Selected gate families:
Drawn at 4 px/µm.
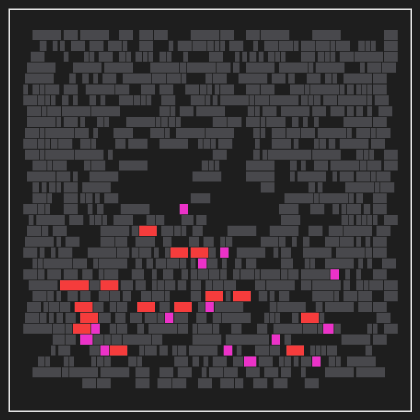
Cell placement:
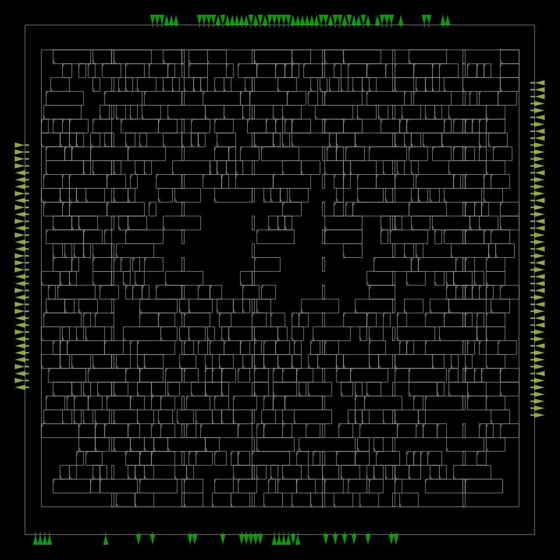
`src/rtl/lmac_txfifo_rd_ctrl.sv`:
```
// Read-side controller of the LMAC TX packet-data FIFO: occupancy tracking, buffer fetch, valid/ready output.
// Optional rate pacing of buffer fetches is enabled by defining LMAC_TXFIFO_RD_PACE_EN.
module lmac_txfifo_rd_ctrl #(
    parameter int unsigned DEPTH  = 16,
    parameter int unsigned DATA_W = 64,
    parameter int unsigned PTR_W  = 5,
    parameter int unsigned CNT_W  = 13
) (
    input  logic              clk,
    input  logic              rst,
    input  logic              flush,
    input  logic              wr_push,
    input  logic [DATA_W-1:0] buf_rd_data,
    output logic [PTR_W-1:0]  buf_rd_addr,
    output logic              buf_rd_en,
    output logic              rd_pop,
    output logic [PTR_W-1:0]  rd_ptr,
    output logic              rd_empty,
    output logic [CNT_W-1:0]  rd_used,
    output logic [DATA_W-1:0] out_data,
    output logic              out_valid,
    input  logic              out_ready,
    output logic              overflow,
    input  logic              mode_10g,
    input  logic              mode_5g,
    input  logic              mode_2p5g,
    input  logic              mode_1g
);

    typedef enum logic [1:0] {
        S_IDLE,
        S_FETCH,
        S_HOLD
    } state_e;

    state_e            state_q, state_d;
    logic [PTR_W-1:0]  rd_ptr_q, rd_ptr_d;
    logic [CNT_W-1:0]  used_q, used_d;
    logic [DATA_W-1:0] out_data_q, out_data_d;
    logic              out_valid_q, out_valid_d;
    logic              overflow_q, overflow_d;

    logic clr;
    logic full;
    logic accept;
    logic pace_ok;
    logic fetch;
    logic push_ok;

    assign clr     = rst | flush;
    assign rd_empty = (used_q == '0);
    assign full    = (used_q == CNT_W'(DEPTH));
    assign accept  = out_valid_q & out_ready;
    assign push_ok = wr_push & ~full;

`ifdef LMAC_TXFIFO_RD_PACE_EN
    logic [3:0] pace_cnt_q, pace_cnt_d;
    logic [3:0] pace_reload;

    always_comb begin
        if (mode_10g)       pace_reload = 4'd0;
        else if (mode_5g)   pace_reload = 4'd1;
        else if (mode_2p5g) pace_reload = 4'd3;
        else if (mode_1g)   pace_reload = 4'd9;
        else                pace_reload = 4'd0;

        pace_cnt_d = pace_cnt_q;
        if (clr)
            pace_cnt_d = '0;
        else if (fetch)
            pace_cnt_d = pace_reload;
        else if (pace_cnt_q != '0)
            pace_cnt_d = pace_cnt_q - 4'd1;
    end

    always_ff @(posedge clk) begin
        pace_cnt_q <= pace_cnt_d;
    end

    assign pace_ok = (pace_cnt_q == '0);
`else
    logic unused_modes;
    assign unused_modes = mode_10g ^ mode_5g ^ mode_2p5g ^ mode_1g;
    assign pace_ok      = 1'b1;
`endif

    // Fetch is combinational so the buffer's one-cycle read lands exactly in FETCH.
    always_comb begin
        fetch = 1'b0;
        if (!clr && !rd_empty && pace_ok) begin
            case (state_q)
                S_IDLE:  fetch = 1'b1;
                S_HOLD:  fetch = accept;
                default: fetch = 1'b0;
            endcase
        end
    end

    always_comb begin
        state_d     = state_q;
        rd_ptr_d    = rd_ptr_q;
        used_d      = used_q;
        out_data_d  = out_data_q;
        out_valid_d = out_valid_q;
        overflow_d  = overflow_q;

        if (clr) begin
            state_d     = S_IDLE;
            rd_ptr_d    = '0;
            used_d      = '0;
            out_data_d  = '0;
            out_valid_d = 1'b0;
            if (rst)
                overflow_d = 1'b0;
        end else begin
            if (fetch)
                rd_ptr_d = (rd_ptr_q >= PTR_W'(DEPTH)) ? PTR_W'(1) : rd_ptr_q + 1'b1;

            if (wr_push && full)
                overflow_d = 1'b1;

            case ({push_ok, fetch})
                2'b10:   used_d = used_q + 1'b1;
                2'b01:   used_d = used_q - 1'b1;
                default: used_d = used_q;
            endcase

            case (state_q)
                S_IDLE: begin
                    if (fetch)
                        state_d = S_FETCH;
                end
                S_FETCH: begin
                    out_data_d  = buf_rd_data;
                    out_valid_d = 1'b1;
                    state_d     = S_HOLD;
                end
                S_HOLD: begin
                    if (accept) begin
                        out_valid_d = 1'b0;
                        state_d     = fetch ? S_FETCH : S_IDLE;
                    end
                end
                default: state_d = S_IDLE;
            endcase
        end
    end

    always_ff @(posedge clk) begin
        state_q     <= state_d;
        rd_ptr_q    <= rd_ptr_d;
        used_q      <= used_d;
        out_data_q  <= out_data_d;
        out_valid_q <= out_valid_d;
        overflow_q  <= overflow_d;
    end

    assign buf_rd_addr = (rd_ptr_q == PTR_W'(DEPTH)) ? '0 : rd_ptr_q;
    assign buf_rd_en   = fetch;
    assign rd_pop      = fetch;
    assign rd_ptr      = rd_ptr_q;
    assign rd_used     = used_q;
    assign out_data    = out_data_q;
    assign out_valid   = out_valid_q;
    assign overflow    = overflow_q;

endmodule

```
`config.mk`:
```
export PLATFORM = sky130hd
export DESIGN_NAME = lmac_txfifo_rd_ctrl
export DESIGN_NICKNAME = d
export VERILOG_FILES = /design/src/rtl/lmac_txfifo_rd_ctrl.sv
export SDC_FILE = /design/constraint.sdc
export NUM_CORES = 1
export LEC_CHECK = 0
export ABC_AREA = 0
export CORE_MARGIN = 3
export CORE_UTILIZATION = 42
export DETAILED_ROUTE_END_ITERATION = 10
export PLACE_DENSITY = 0.8
export SLEW_MARGIN = 0
export SYNTH_ARGS = -nofsm -noshare
export SYNTH_HDL_FRONTEND = slang
export SYNTH_SLANG_ARGS = --single-unit
```
`constraint.sdc`:
```
create_clock -name clk -period 3.85 [get_ports clk]
set_input_delay 0.77 -clock clk [delete_from_list [all_inputs] [get_ports clk]]
set_output_delay 0.77 -clock clk [all_outputs]
set_load 0.005 [all_outputs]
```
==> summary.txt <==
run results: status complete, no violations, NumNets Final 728, CP peak stage delay 0.43 ns, GP Congestion 0.891, setup TNS 0 ns, die area 10000 µm², CTS-repair resized insts 0, Min-Delay Path Class flop to flop, Slew headroom 27.0%, critical path depth 14, Post-CTS Setup Repair Bufs 0, CP Data Arrival Time 3.77 ns, area grow syn2layout 54.9%, final slew viol count 0, Worst R2R Setup Slack 0.42 ns, Post-synth seq share 46.6%, Comb area share 31.9%, clock buf count 9, end point of the critical path rd_used[12]$_SDFFE_PP0P_, power per cell area 317 nW/µm², combinational power 276 µW, Sw Ratio 25.7%, Worst setup SP type input port, CP Capture Type flop, All-Layer GR Usage 21.3%, Critical path origin rst, PortBufs 160, Critical Setup Path Class input port to flop, placed cell areas 5570 µm², Final Cycle Share 90.9%, io pins 165, Pre-antenna DRT Iters 4, VDD IR max 233 µV, Clock group 627 µW, crit-path max FO 10
Notes on 'selected gate families' above:
[red] fa/ha/maj cells | cells: 15 | most used: ha_1
[magenta] and/or cells | cells: 14 | most used: and3_1

Notes on 'cell placement' above:
Well Taps: 105
row count: 33
Seq Cell Count: 86
core region area: 8420 µm²

## kinds of logic (layout without fill, tap and decap cells)
family | count (synthesis) | count (layout) | share of synthesized area (%)
flip-flops | 86 | 86 | 46.6
AND-OR/OR-AND | 122 | 122 | 19.0
XOR/XNOR | 6 | 6 | 1.41
adder cells (fa/ha/maj) | 15 | 15 | 5.25
buffers and inverters | 40 | 214 | 4.34
AND/OR/NAND/NOR | 198 | 198 | 22.6
multiplexers | 3 | 3 | 0.808
## metal layers
layer	GRT usage, %	up-vias	part of all wire, %
met4	7.15	0	1.8
met1	25.7	1754	41
met5	0	-	0
met2	37.6	144	50
met3	4.52	18	6.7
li1	-	1931	-
## cells in the mapped netlist, drive strengths merged, types with 2 or more instances
master | n | share of area (%)
nor4 | 3 | 0.50
a2111oi | 2 | 0.47
and3 | 6 | 1.0
xor2 | 4 | 0.94
inv | 9 | 0.91
clkbuf | 24 | 2.4
xnor2 | 2 | 0.47
a21oi | 83 | 11
a21o | 8 | 1.6
nand3 | 7 | 0.94
nand2 | 150 | 15
o21ai | 9 | 1.2
ha | 14 | 4.7
a211o | 2 | 0.47
a21boi | 2 | 0.40
nand2b | 6 | 1.0
o211ai | 2 | 0.40
or3 | 5 | 0.84
nand3b | 3 | 0.61
nor3 | 3 | 0.40
buf | 6 | 0.91
a211oi | 5 | 1.1
mux2i | 3 | 0.81
nor2 | 9 | 0.91
dfxtp | 85 | 46
o221ai | 2 | 0.47
## worst register-to-register path: stages (launching register included)
cell      delay [ns]
dfxtp_1         0.37
nor4_1          0.44
nand4b_1        0.26
nand2_1         0.16
inv_2           0.05
ha_1            0.22
buf_12          0.15
fa_1            0.39
a211oi_1        0.32
o211ai_1        0.23
and3_1          0.20
a211oi_1        0.27
buf_4           0.17
mux2i_1         0.15
Power figures rest on the tool's default switching activity, not on a simulated workload.
